--- config.mk ---
export PLATFORM = sky130hd
export DESIGN_NAME = sync_fifo
export DESIGN_NICKNAME = d
export VERILOG_FILES = /design/src/rtl/sync_fifo.sv
export SDC_FILE = /design/constraint.sdc
export NUM_CORES = 1
export LEC_CHECK = 0
export CAP_MARGIN = 20
export CORE_UTILIZATION = 30
export CTS_BUF_LIST = sky130_fd_sc_hd__clkbuf_8
export DETAILED_ROUTE_END_ITERATION = 10
export MAX_ROUTING_LAYER = met4
export PLACE_DENSITY = 0.57
export SLEW_MARGIN = 40
export SYNTH_ARGS = -nofsm -noshare
export SYNTH_HDL_FRONTEND = slang
export SYNTH_SLANG_ARGS = --single-unit
export TNS_END_PERCENT = 1
--- constraint.sdc ---
create_clock -name clk -period 6.5 [get_ports clk]
set_input_delay 0.65 -clock clk [delete_from_list [all_inputs] [get_ports clk]]
set_output_delay 0.65 -clock clk [all_outputs]
set_load 0.05 [all_outputs]
--- src/rtl/sync_fifo.sv ---
// sync_fifo -- single-clock FIFO with a show-ahead (first-word-fall-through)
// read port and registered full/empty flags.
//
// Ports:
//   clk        clock; all state changes on the rising edge
//   rst        synchronous reset, active-high; wins over push/pop
//   push       enqueue write_data this edge (accepted if not full, or if full
//              and pop is also requested)
//   pop        drop the head entry this edge (accepted if not empty)
//   write_data word to enqueue
//   read_data  head entry, combinational from storage; valid while empty=0
//   empty      FIFO holds 0 entries
//   full       FIFO holds DEPTH entries
//
// DEPTH need not be a power of two: pointers wrap explicitly at DEPTH-1.
module sync_fifo #(
  parameter int WIDTH = 8,
  parameter int DEPTH = 16
) (
  input  logic             clk,
  input  logic             rst,
  input  logic             push,
  input  logic             pop,
  input  logic [WIDTH-1:0] write_data,
  output logic [WIDTH-1:0] read_data,
  output logic             empty,
  output logic             full
);

  localparam int AW = (DEPTH > 1) ? $clog2(DEPTH) : 1;
  localparam int CW = $clog2(DEPTH + 1);

  localparam logic [AW-1:0] PTR_LAST  = AW'(DEPTH - 1);
  localparam logic [CW-1:0] CNT_FULL  = CW'(DEPTH);

  logic [DEPTH-1:0][WIDTH-1:0] mem;
  logic [AW-1:0]               wr_ptr, rd_ptr;
  logic [CW-1:0]               count, count_nxt;
  logic                        do_push, do_pop;

  // A pop always frees the head slot, so a push at full is legal when paired
  // with a pop; the popped word is read before the slot is overwritten.
  assign do_pop  = pop & ~empty;
  assign do_push = push & (~full | pop);

  always_comb begin
    count_nxt = count;
    case ({do_push, do_pop})
      2'b10:   count_nxt = count + CW'(1);
      2'b01:   count_nxt = count - CW'(1);
      default: count_nxt = count;
    endcase
  end

  // Pointers, count and flags. Flags come from count_nxt so they are correct
  // right after the edge with no extra cycle of latency.
  always_ff @(posedge clk) begin
    if (rst) begin
      wr_ptr <= '0;
      rd_ptr <= '0;
      count  <= '0;
      empty  <= 1'b1;
      full   <= 1'b0;
    end else begin
      if (do_push) wr_ptr <= (wr_ptr == PTR_LAST) ? '0 : wr_ptr + AW'(1);
      if (do_pop)  rd_ptr <= (rd_ptr == PTR_LAST) ? '0 : rd_ptr + AW'(1);
      count <= count_nxt;
      empty <= (count_nxt == '0);
      full  <= (count_nxt == CNT_FULL);
    end
  end

  // Storage is not reset; contents are only observable once written.
  always_ff @(posedge clk) begin
    if (do_push && !rst) mem[wr_ptr] <= write_data;
  end

  assign read_data = mem[rd_ptr];

endmodule

Fig. 1: run 1, wiring heat map
The die is cut into 29 by 29 equal tiles; black is low, pale yellow is high, scaled to the fullest tile. Values are wire area over tile area, all layers added.
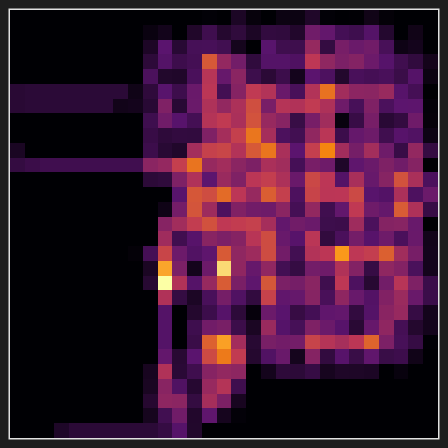
tiles over half the peak: 6.8%
nearly empty tiles: 39%
emptiest ninth of the die: lower left
densest ninth of the die: centre
fullest tile: 0.51

Fig. 2: run 1, cell outlines without signal wires
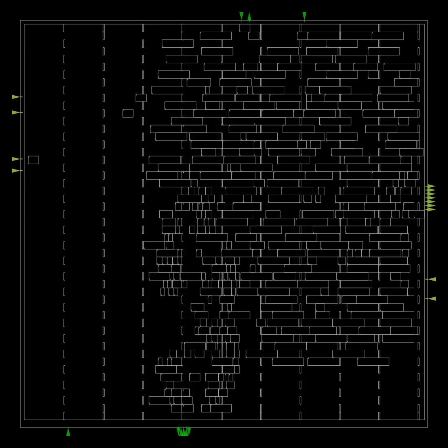
# fillers: 1,818
Tap Cells: 265
post-layout util: 35.4%
flip-flops: 143
Post-Layout Cell Count: 644

Fig. 3: run 1, signal wires on met1
Supply wires on this layer in grey.
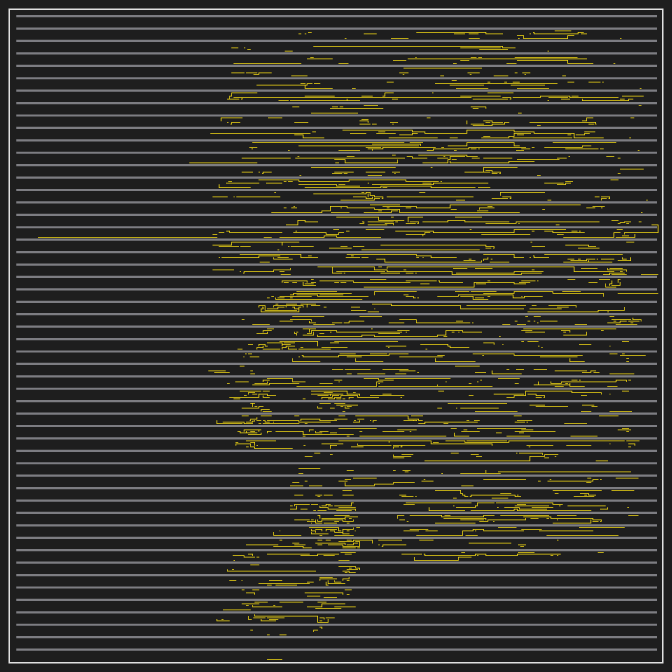
nets with wire on the layer: 361
main direction: horizontal
share of all routed wire: 42%
total vias in the final route: 2,986
met1 Usage GRT: 14.1%
Routed WL: 11,600 um

==> flow_metrics.py, run 1 <==
# Auto-generated metrics
metrics = {
    "critical_path": {
        "crit_end": "read_data[5]",
        "timing.rr.end": "full$_SDFF_PP0_",
    },
    "synth": {
        "edf_count": 128,
        "ys_types": 37,
        "ys_seq_share_pct": 69.7,
    },
    "cells_and_area": {
        "lay_top_cells": "128 x edfxtp_1, 21 x clkdlybuf4s50_1, 20 x a21oi_1",
        "logic_area_mm2": 0.00167,
        "clkbuf_count": 17,
        "seq_share_pct": 60.1,
        "mostFrequentLayoutCell": "edfxtp_1",
        "clk_share_pct": 6.59,
    },
    "floorplanning": {
        "fp-utilization_pct": 30.5,
    },
    "timing": {
        "max_freq_mhz": 250,
        "rsz0062_at_grt": "false",
        "finalSetupViolations": 0,
        "min_period_over_period_pct": 61.5,
        "slew_headroom_pct": 46.6,
    },
    "status": {
        "outcome": "finished, final reports clean",
    },
    "global_routing": {
        "top_usage_layer": "met2",
        "grt_pass1_vias": 3096,
        "grt_max_degree": 37,
        "grt-ovfl-total": 0,
    },
    "power": {
        "swShare_pct": 25.0,
        "intPower_w": 0.00162,
        "powerDensity_mw_per_mm2": 313,
    },
    "detailed_routing": {
        "drc": 0,
        "firstDrtPassIters": 4,
        "top_layer": "met4",
    },
    "clock_tree": {
        "ctsHoldBuffers": 0,
        "postCtsResizedCells": 0,
    },
    "min_path": {
        "hp-class": "flip-flop to flip-flop",
    },
}
run 1: power by group through the flow:
stage / clock network [W] / logic [W] / registers, W
after floorplan: 0 / 0.000255 / 0.00106
after global placement: 0 / 0.000319 / 0.00107
after detailed placement: 0 / 0.000323 / 0.00107
after CTS: 0.000807 / 0.000324 / 0.00105
after global routing: 0.000840 / 0.000346 / 0.00105
final: 0.000792 / 0.000319 / 0.00105
run 1: cell families after synthesis:
kind of cell,Yosys count,synth area share [%]
simple gates,67,5.41
fa+ha+maj,8,1.68
xor+xnor,6,0.884
compound gates,42,4.48
mux,44,15.1
buf+inv,28,2.71
flops,143,69.7
run 1: state kept, by name (all words and copies together), names as in the netlist:
signal,cells
count,5
mem,128
full,1
wr_ptr,4
empty,1
rd_ptr,4
Fig. 4: run 1, cell classes on the final placement
Bar = 50 um. Fill, decap, tap and diode cells in grey.
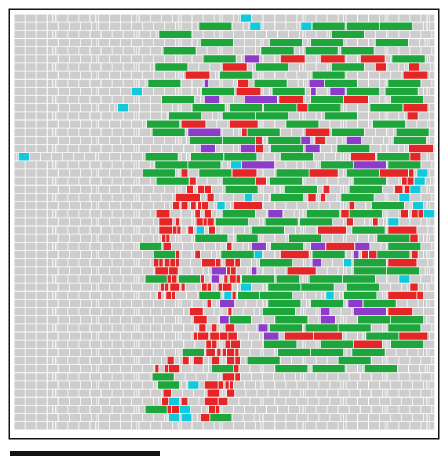

--- run 2 (diff from run 1) ---
- clock period: 6.5 -> 4.1 ns (I/O delays scaled with it)
Fig. 5: run 2, cell classes on the final placement
Bar = 50 um. Fill, decap, tap and diode cells in grey.
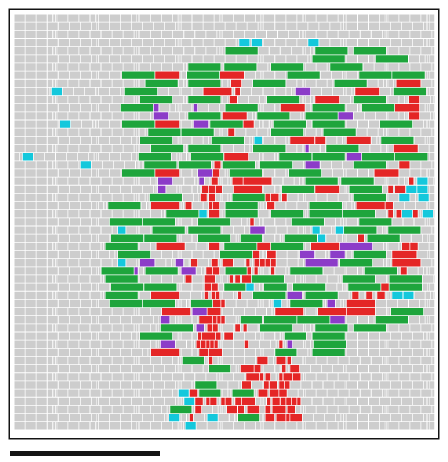
| colour | class | cells | share of their area |
|---|---|---|---|
| red | all other logic | 174 | 26% |
| green | flops | 143 | 64% |
| cyan | other buffers and delay cells | 30 | 4.3% |
| purple | clock drivers and dummy loads | 30 | 5.5% |

==> flow_metrics.py, run 2 <==
# Auto-generated metrics
metrics = {
    "status": {
        "outcome": "finished, final reports clean",
    },
    "power": {
        "powerDensity_mw_per_mm2": 470,
    },
    "timing": {
        "max_freq_mhz": 291,
        "rsz0062_at_grt": "false",
        "min_period_over_period_pct": 83.7,
        "slew_headroom_pct": 46.2,
        "finalSetupViolations": 0,
    },
    "cells_and_area": {
        "fin_util_pct": 35.1,
        "reg_top3": "mem x128, count x5",
        "layoutNonFillerInstCount": 642,
        "n_fill_cell": 1838,
        "regMostFlops": "mem",
        "mostFrequentLayoutCell": "edfxtp_1",
        "largest_reg_flops": 128,
        "lay_top_cells": "128 x edfxtp_1, 21 x clkdlybuf4s50_1, 20 x a21oi_1",
    },
    "critical_path": {
        "timing.rr.end": "full$_SDFF_PP0_",
        "cp.arrival_ns": 3.02,
        "crit_end": "read_data[7]",
    },
    "synth": {
        "ys_seq_share_pct": 69.7,
        "ys_sh_adder_pct": 1.68,
        "ys_warn_count": 0,
        "ys_types": 37,
        "simple_gate_area_share_pct": 5.41,
        "muxShareOfSynthArea_pct": 15.1,
        "ys_sh_xor_pct": 0.884,
    },
    "global_routing": {
        "grt-ovfl-total": 0,
        "grt_pass1_vias": 3100,
        "grt_max_degree": 36,
    },
    "detailed_routing": {
        "vias": 3031,
        "firstDrtPassIters": 4,
        "drc": 0,
        "routed_wl_um": 12100,
    },
    "clock_tree": {
        "ctsHoldBuffers": 0,
        "postCtsResizedCells": 0,
    },
    "min_path": {
        "hp-class": "flip-flop to flip-flop",
    },
    "floorplanning": {
        "fp-utilization_pct": 30.5,
    },
}
-- run 2: power by group through the flow --
stage | logic [W] | clock network, W | registers (W)
5_1_grt | 0.000558 | 0.00111 | 0.00167
3_3_place_gp | 0.000513 | 0 | 0.00170
3_5_place_dp | 0.000521 | 0 | 0.00170
4_1_cts | 0.000523 | 0.00106 | 0.00167
6_report | 0.000515 | 0.00103 | 0.00167
2_1_floorplan | 0.000404 | 0 | 0.00168
-- run 2: cell type report --
| cell class | instances | area [um^2] | area share (%) |
|---|---|---|---|
| repair buffers | 30 | 278 | 4.07 |
| inverters | 7 | 26.3 | 0.385 |
| flip-flops and latches | 143 | 4150 | 60.7 |
| clock inverters | 13 | 125 | 1.83 |
| multi-input cells | 167 | 1690 | 24.7 |
| well taps | 265 | 332 | 4.85 |
| clock buffers | 17 | 234 | 3.43 |
Fig. 6: run 2, wiring heat map
The die is cut into 29 by 29 equal tiles; black is low, pale yellow is high, scaled to the fullest tile. Values are wire area over tile area, all layers added.
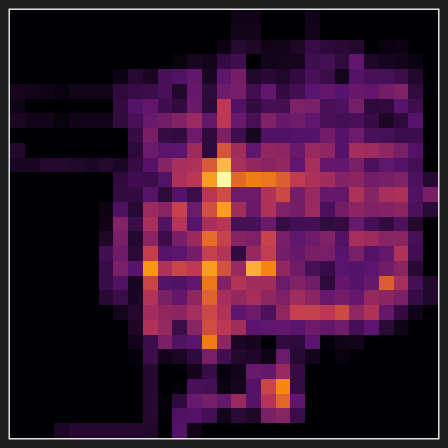

--- run 3 (diff from run 2) ---
- PLACE_DENSITY: 0.57 -> 0.59
- clock period: 4.1 -> 2.8 ns (I/O delays scaled with it)
Fig. 7: run 3, wiring heat map
The die is cut into 29 by 29 equal tiles; black is low, pale yellow is high, scaled to the fullest tile. Values are wire area over tile area, all layers added.
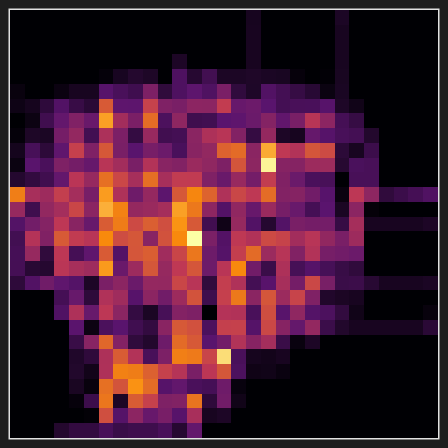
densest ninth of the die: centre
fullest tile: 0.43
emptiest ninth of the die: lower right
tiles over half the peak: 12%

==> flow_metrics.py, run 3 <==
# Auto-generated metrics
metrics = {
    "status": {
        "outcome": "finished, final reports clean",
    },
    "power": {
        "power_leader": "registers",
        "pg_comb_w": 0.000779,
        "powerDensity_mw_per_mm2": 680,
        "pg_clk_w": 0.00151,
        "p_seq_w": 0.00244,
    },
    "global_routing": {
        "grt_pass1_vias": 3231,
        "top_usage_layer": "met2",
        "grt_max_degree": 37,
        "grt-ovfl-total": 0,
    },
    "timing": {
        "min_period_over_period_pct": 95.2,
        "slew_headroom_pct": 44.4,
        "max_freq_mhz": 375,
        "fin_skew_ns": 0.0104,
    },
    "cells_and_area": {
        "fin_util_pct": 35.8,
        "mostFrequentLayoutCell": "edfxtp_1",
        "reg_top3": "mem x128, count x5",
        "lay_top_cells": "128 x edfxtp_1, 31 x buf_4, 24 x nor2_1",
        "largest_reg_flops": 128,
        "layoutNonFillerInstCount": 662,
        "regMostFlops": "mem",
    },
    "floorplanning": {
        "fp-utilization_pct": 30.5,
    },
    "detailed_routing": {
        "firstDrtPassIters": 4,
        "routed_wl_um": 11400,
    },
    "clock_tree": {
        "ctsHoldBuffers": 0,
        "postCtsResizedCells": 1,
        "ctsLongestPathBuffers": 2,
    },
    "critical_path": {
        "crit_end": "read_data[4]",
        "timing.rr.end": "full$_SDFF_PP0_",
        "cp.arrival_ns": 2.39,
        "worstPathBufferInverterCount": 2,
    },
    "synth": {
        "ys_types": 37,
        "ys_warn_count": 0,
        "ys_seq_share_pct": 69.7,
    },
}
[run 3: cell types whose count changed in the layout (fill, tap and decap cells not counted), sizes merged]
cell,before,now
clkdlybuf4s50,21,13
clkinv,5,10
buf,9,35
clkinvlp,4,1
[run 3: kinds of logic after synthesis]
kind of cell	count (synthesis)	share of synthesized area [%]
flip-flops	143	69.7
AND/OR/NAND/NOR	67	5.41
buffers and inverters	28	2.71
XOR/XNOR	6	0.884
AND-OR/OR-AND	42	4.48
adder cells (fa/ha/maj)	8	1.68
multiplexers	44	15.1
[run 3: cell type report]
class | count | area [um^2]
fillers | 1828 | 12500
flip-flops and latches | 143 | 4150
multi-input cells | 167 | 1650
repair buffers | 48 | 434
well taps | 265 | 332
clock buffers | 17 | 234
clock inverters | 15 | 130
inverters | 7 | 26.3

==> gallery <==
Wiring by layer.
Plate I
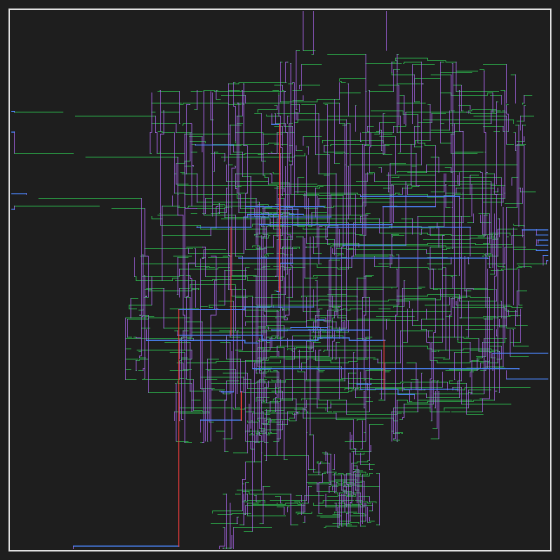
Plate II
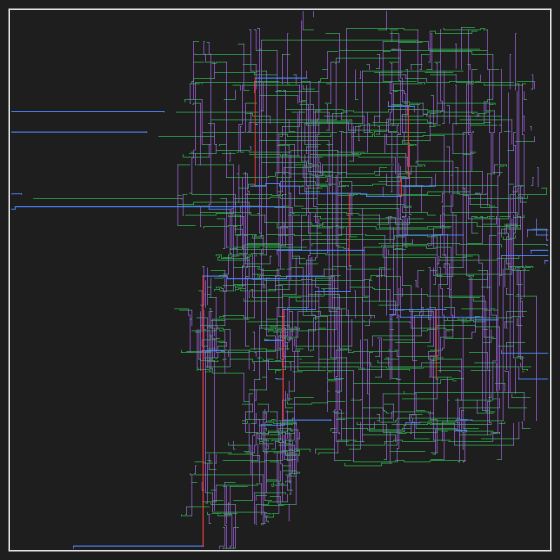
Plate III
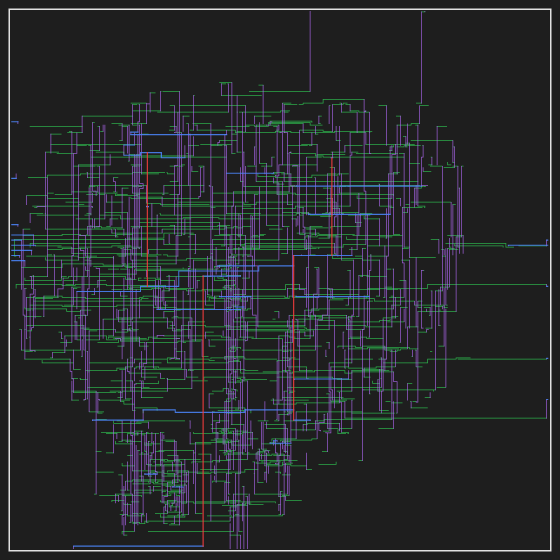
run 1: Plate II
run 2: Plate I
run 3: Plate III

Key to Plate III:
| colour | layer | wire length |
|---|---|---|
| purple | met2 | 5,570 um |
| blue | met3 | 428 um |
| red | met4 | 176 um |
| green | met1 | 5,250 um |

No activity file was given, so power comes from the tool's default toggle rates.
